**config.mk**
```make
export PLATFORM = sky130hd
export DESIGN_NAME = tdpram_flat
export DESIGN_NICKNAME = d
export VERILOG_FILES = /design/src/rtl/tdpram_pkg.sv /design/src/rtl/tdpram_if.sv /design/src/rtl/tdpram_clr_fsm.sv /design/src/rtl/tdpram.sv /design/src/flat_wrapper.sv
export SDC_FILE = /design/constraint.sdc
export NUM_CORES = 1
export LEC_CHECK = 0
export CELL_PAD_IN_SITES_DETAIL_PLACEMENT = 2
export CELL_PAD_IN_SITES_GLOBAL_PLACEMENT = 2
export CORE_AREA = 2 2 262 264
export DETAILED_ROUTE_END_ITERATION = 10
export DIE_AREA = 0 0 264 266
export GPL_TIMING_DRIVEN = 0
export PLACE_DENSITY_LB_ADDON = 0.1
export SYNTH_ARGS = -nofsm -noshare
export SYNTH_HDL_FRONTEND = slang
export SYNTH_SLANG_ARGS = --single-unit
```
**constraint.sdc**
```tcl
create_clock -name clk -period 3.9 [get_ports clk]
set_input_delay 0.78 -clock clk [delete_from_list [all_inputs] [get_ports clk]]
set_output_delay 0.78 -clock clk [all_outputs]
set_load 0.03 [all_outputs]
```
**src/rtl/tdpram_pkg.sv**
```systemverilog
// tdpram_pkg: shared FSM encoding and byte-lane derivation for the true dual-port RAM
package tdpram_pkg;
  localparam logic [0:0] CLEAR = 1'b0;
  localparam logic [0:0] READY = 1'b1;
  localparam int BYTE_W = 8;
  function automatic int nbe(input int data);
    return data / BYTE_W;
  endfunction
endpackage

```
**src/rtl/tdpram_if.sv**
```systemverilog
// tdpram_if: one RAM access port (enable, byte enables, address, data, read strobe)
interface tdpram_if
  import tdpram_pkg::*;
#(
  parameter int DATA = 16,
  parameter int ADDR = 5
);
  logic en;
  logic [nbe(DATA)-1:0] we;
  logic [ADDR-1:0] addr;
  logic [DATA-1:0] din;
  logic [DATA-1:0] dout;
  logic vld;
  modport master(output en, we, addr, din, input dout, vld);
  modport slave(input en, we, addr, din, output dout, vld);
endinterface

```
**src/rtl/tdpram_clr_fsm.sv**
```systemverilog
// tdpram_clr_fsm: sweeps every address once after reset or a clear request
module tdpram_clr_fsm
  import tdpram_pkg::*;
#(
  parameter int ADDR = 5
) (
  input  logic clk,
  input  logic rst,
  input  logic clr,
  output logic busy,
  output logic cwe,
  output logic [ADDR-1:0] caddr
);
  logic [0:0] state;
  logic [ADDR-1:0] cnt;
  // clr is only honoured in READY so a running sweep is never restarted by it
  always_ff @(posedge clk) begin
    if (rst) begin
      state <= CLEAR;
      cnt <= '0;
    end else if (state == CLEAR) begin
      cnt <= cnt + 1'b1;
      if (&cnt) state <= READY;
    end else if (clr) begin
      state <= CLEAR;
      cnt <= '0;
    end
  end
  assign busy = state == CLEAR;
  assign cwe = busy;
  assign caddr = cnt;
endmodule

```
**src/rtl/tdpram.sv**
```systemverilog
// tdpram: byte-writable true dual-port RAM with read-first ports and self-clear
module tdpram
  import tdpram_pkg::*;
#(
  parameter int DATA = 16,
  parameter int ADDR = 5,
  parameter int OUT_REG = 0
) (
  input  logic clk,
  input  logic rst,
  input  logic clr,
  output logic busy,
  output logic col,
  tdpram_if.slave pa,
  tdpram_if.slave pb
);
  localparam int NBE = nbe(DATA);
  logic [DATA-1:0] mem [2**ADDR];
  logic cwe, act;
  logic [ADDR-1:0] caddr, wa_addr;
  logic [NBE-1:0] wa_be, wb_be;
  logic [DATA-1:0] wa_din, ra, rb, oa, ob;
  logic va, vb, ova, ovb;
  tdpram_clr_fsm #(.ADDR(ADDR)) u_fsm (
    .clk(clk),
    .rst(rst),
    .clr(clr),
    .busy(busy),
    .cwe(cwe),
    .caddr(caddr)
  );
  // port A's write path carries the clear sweep while busy; reset blocks all writes
  always_comb begin
    act = !rst && !busy;
    wa_be = (cwe && !rst) ? {NBE{1'b1}} : ((act && pa.en) ? pa.we : '0);
    wa_addr = cwe ? caddr : pa.addr;
    wa_din = cwe ? '0 : pa.din;
    wb_be = (act && pb.en) ? pb.we : '0;
  end
  // B is written first so A overrides shared lanes on a same-address collision
  always_ff @(posedge clk) begin
    for (int i = 0; i < NBE; i++) begin
      if (wb_be[i]) mem[pb.addr][8*i +: 8] <= pb.din[8*i +: 8];
      if (wa_be[i]) mem[wa_addr][8*i +: 8] <= wa_din[8*i +: 8];
    end
  end
  // read-first registered reads, valid strobes and collision flag
  always_ff @(posedge clk) begin
    if (rst) begin
      ra <= '0;
      rb <= '0;
      va <= 1'b0;
      vb <= 1'b0;
      col <= 1'b0;
    end else begin
      if (act && pa.en) ra <= mem[pa.addr];
      if (act && pb.en) rb <= mem[pb.addr];
      va <= act && pa.en;
      vb <= act && pb.en;
      col <= act && pa.en && pb.en && (pa.addr == pb.addr) && ((|pa.we) || (|pb.we));
    end
  end
  if (OUT_REG != 0) begin : g_oreg
    // free-running output stage, data and strobe delayed together
    always_ff @(posedge clk) begin
      if (rst) begin
        oa <= '0;
        ob <= '0;
        ova <= 1'b0;
        ovb <= 1'b0;
      end else begin
        oa <= ra;
        ob <= rb;
        ova <= va;
        ovb <= vb;
      end
    end
  end else begin : g_noreg
    assign oa = ra;
    assign ob = rb;
    assign ova = va;
    assign ovb = vb;
  end
  assign pa.dout = oa;
  assign pb.dout = ob;
  assign pa.vld = ova;
  assign pb.vld = ovb;
endmodule

```
**src/flat_wrapper.sv**
```systemverilog
// flat-port wrapper written by rule: the top's interface ports become plain ports
module tdpram_flat import tdpram_pkg::*;
#(
  parameter int DATA = 16,
  parameter int ADDR = 5,
  parameter int OUT_REG = 0
)
  (clk, rst, clr, busy, col, pa_en, pa_we, pa_addr, pa_din, pa_dout, pa_vld, pb_en, pb_we, pb_addr, pb_din, pb_dout, pb_vld);
  tdpram_if #(.DATA(DATA), .ADDR(ADDR)) pa_i ();
  tdpram_if #(.DATA(DATA), .ADDR(ADDR)) pb_i ();
  input  logic clk;
  input  logic rst;
  input  logic clr;
  output logic busy;
  output logic col;
  input wire logic [$bits(pa_i.en)-1:0] pa_en;
  input wire logic [$bits(pa_i.we)-1:0] pa_we;
  input wire logic [$bits(pa_i.addr)-1:0] pa_addr;
  input wire logic [$bits(pa_i.din)-1:0] pa_din;
  output wire logic [$bits(pa_i.dout)-1:0] pa_dout;
  output wire logic [$bits(pa_i.vld)-1:0] pa_vld;
  input wire logic [$bits(pb_i.en)-1:0] pb_en;
  input wire logic [$bits(pb_i.we)-1:0] pb_we;
  input wire logic [$bits(pb_i.addr)-1:0] pb_addr;
  input wire logic [$bits(pb_i.din)-1:0] pb_din;
  output wire logic [$bits(pb_i.dout)-1:0] pb_dout;
  output wire logic [$bits(pb_i.vld)-1:0] pb_vld;
  assign pa_i.en = pa_en;
  assign pa_i.we = pa_we;
  assign pa_i.addr = pa_addr;
  assign pa_i.din = pa_din;
  assign pa_dout = pa_i.dout;
  assign pa_vld = pa_i.vld;
  assign pb_i.en = pb_en;
  assign pb_i.we = pb_we;
  assign pb_i.addr = pb_addr;
  assign pb_i.din = pb_din;
  assign pb_dout = pb_i.dout;
  assign pb_vld = pb_i.vld;
  tdpram #(.DATA(DATA), .ADDR(ADDR), .OUT_REG(OUT_REG)) u_core (.clk(clk), .rst(rst), .clr(clr), .busy(busy), .col(col), .pa(pa_i), .pb(pb_i));
endmodule
```
==> flow_summary.ini <==
; synthesis and place-and-route metrics
[run_status]
outcome = finished, violations left
violations = capacitance limit, slew limit, setup timing

[critical_path]
critical_path_depth = 7
path_max_fanout = 9
cp.required_ps = 4150
critPathTopFamily = simple AND/OR/NAND/NOR gates
timing.rr.end = u_core.mem[9][0]
critPathKind = primary input to flop

[logic_synthesis]
top_cell_area_share_pct = 47.83
ys_cells = 2550
synthArstFlopShare_pct = 0
mux_area_share_pct = 28.15
yosysChipArea_sq_mm = 0.03214
ys_ff = 553
syn_area_sq_mm = 0.03214
synth.cellmix.xorXnorShare_pct = 0.1362

[placed_design]
dpl_cell_area_sq_mm = 0.03420
post-place-cells = 3530

[floorplanning]
rows = 96
fp_util_pct = 47.45

[timing]
max_freq_ghz = 0.2358
hold_viol_final = 0
setup_slack_ps = -341.2
finalSetupViolCount = 107
whs_ps = 524.0
finalMaxSlewViolations = 77

[clocking]
ctsHoldBuffers = 0

[run]
maxCapViolations = 7

[final_layout]
final_cell_mix = edfxtp_1, mux2_2, mux2i_1, nand2_1, o21ai_0
stdcell_area_sq_mm = 0.03652

[detailed_routing]
drc = 0

[hold_path]
hold_class = flop to flop

[global_routing]
antenna_found_initial = 10
area by class of cell:
cell class	instances	area, sq um	share of cell area, %
plain buffers	272	1166	3.193
flip-flops and latches	553	16200	44.35
multi-input cells	1720	15000	41.07
clock inverters	35	255.2	0.6989
diodes	5	12.51	0.03426
inverters	5	18.77	0.05139
well taps	882	1104	3.022
repair buffers	98	938.4	2.569
clock buffers	84	1832	5.016
where the power goes:
group          internal (W)  switching, W
Clock               0.00347       0.00278
Sequential          0.00652     0.0000259
Combinational      0.000599       0.00121
routing by layer:
metal  global-route usage (%)  share of wire, %
met4                    39.60                10
met1                    55.65                34
met5                   0.6237             0.078
met3                    13.82                11
met2                    73.39                44
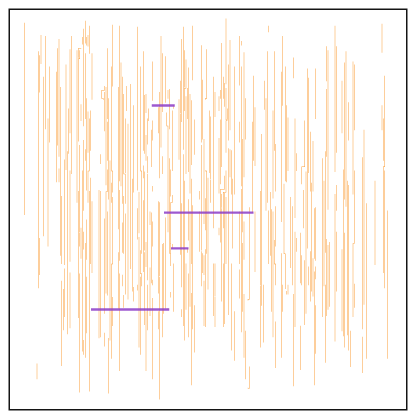
*Routed metal, one colour a layer*
Drawn at 1.5 px/um. Two of the layers only.
| layer | colour | wire length |
|---|---|---|
| M5 | purple | 133 um |
| M4 | orange | 16900 um |
routed via count: 27600
Total Wirelength: 169600 um
total track usage: 47.77%
Avg WL per Cell: 46.41 um

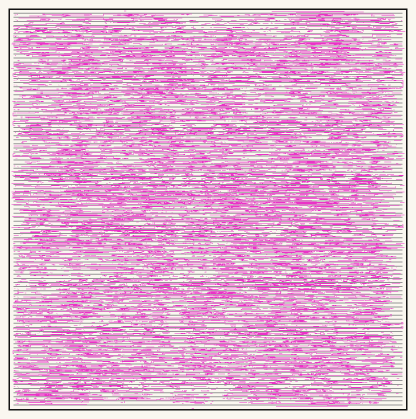
*M1 wires*
Drawn at 1.5 px/um. Supply wires on this layer in grey.
main direction: horizontal
nets with wire on the layer: 2689
wire length on this layer: 58.1 mm
share of all routed wire: 34%
longest straight run: 94.3 um

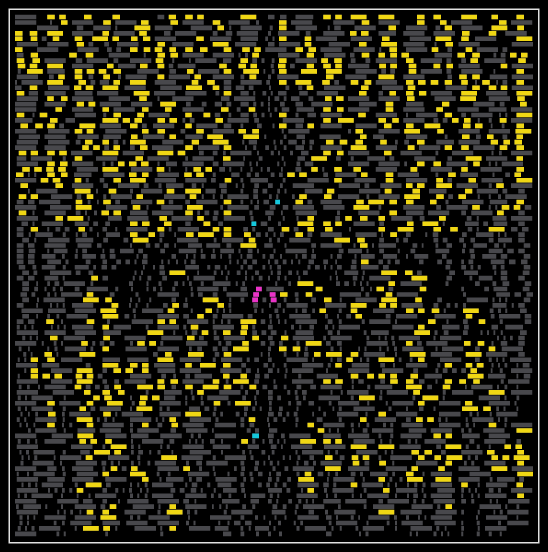
*Selected gate families*
Drawn at 2 px/um.
| family | colour | cells |
|---|---|---|
| non-inverting ao/oa cells | cyan | 3 |
| mux cells | yellow | 704 |
| xor and xnor cells | magenta | 5 |
logic share of the area: 41.07%
fin cells: 3654

No activity file was given, so power comes from the tool's default toggle rates.
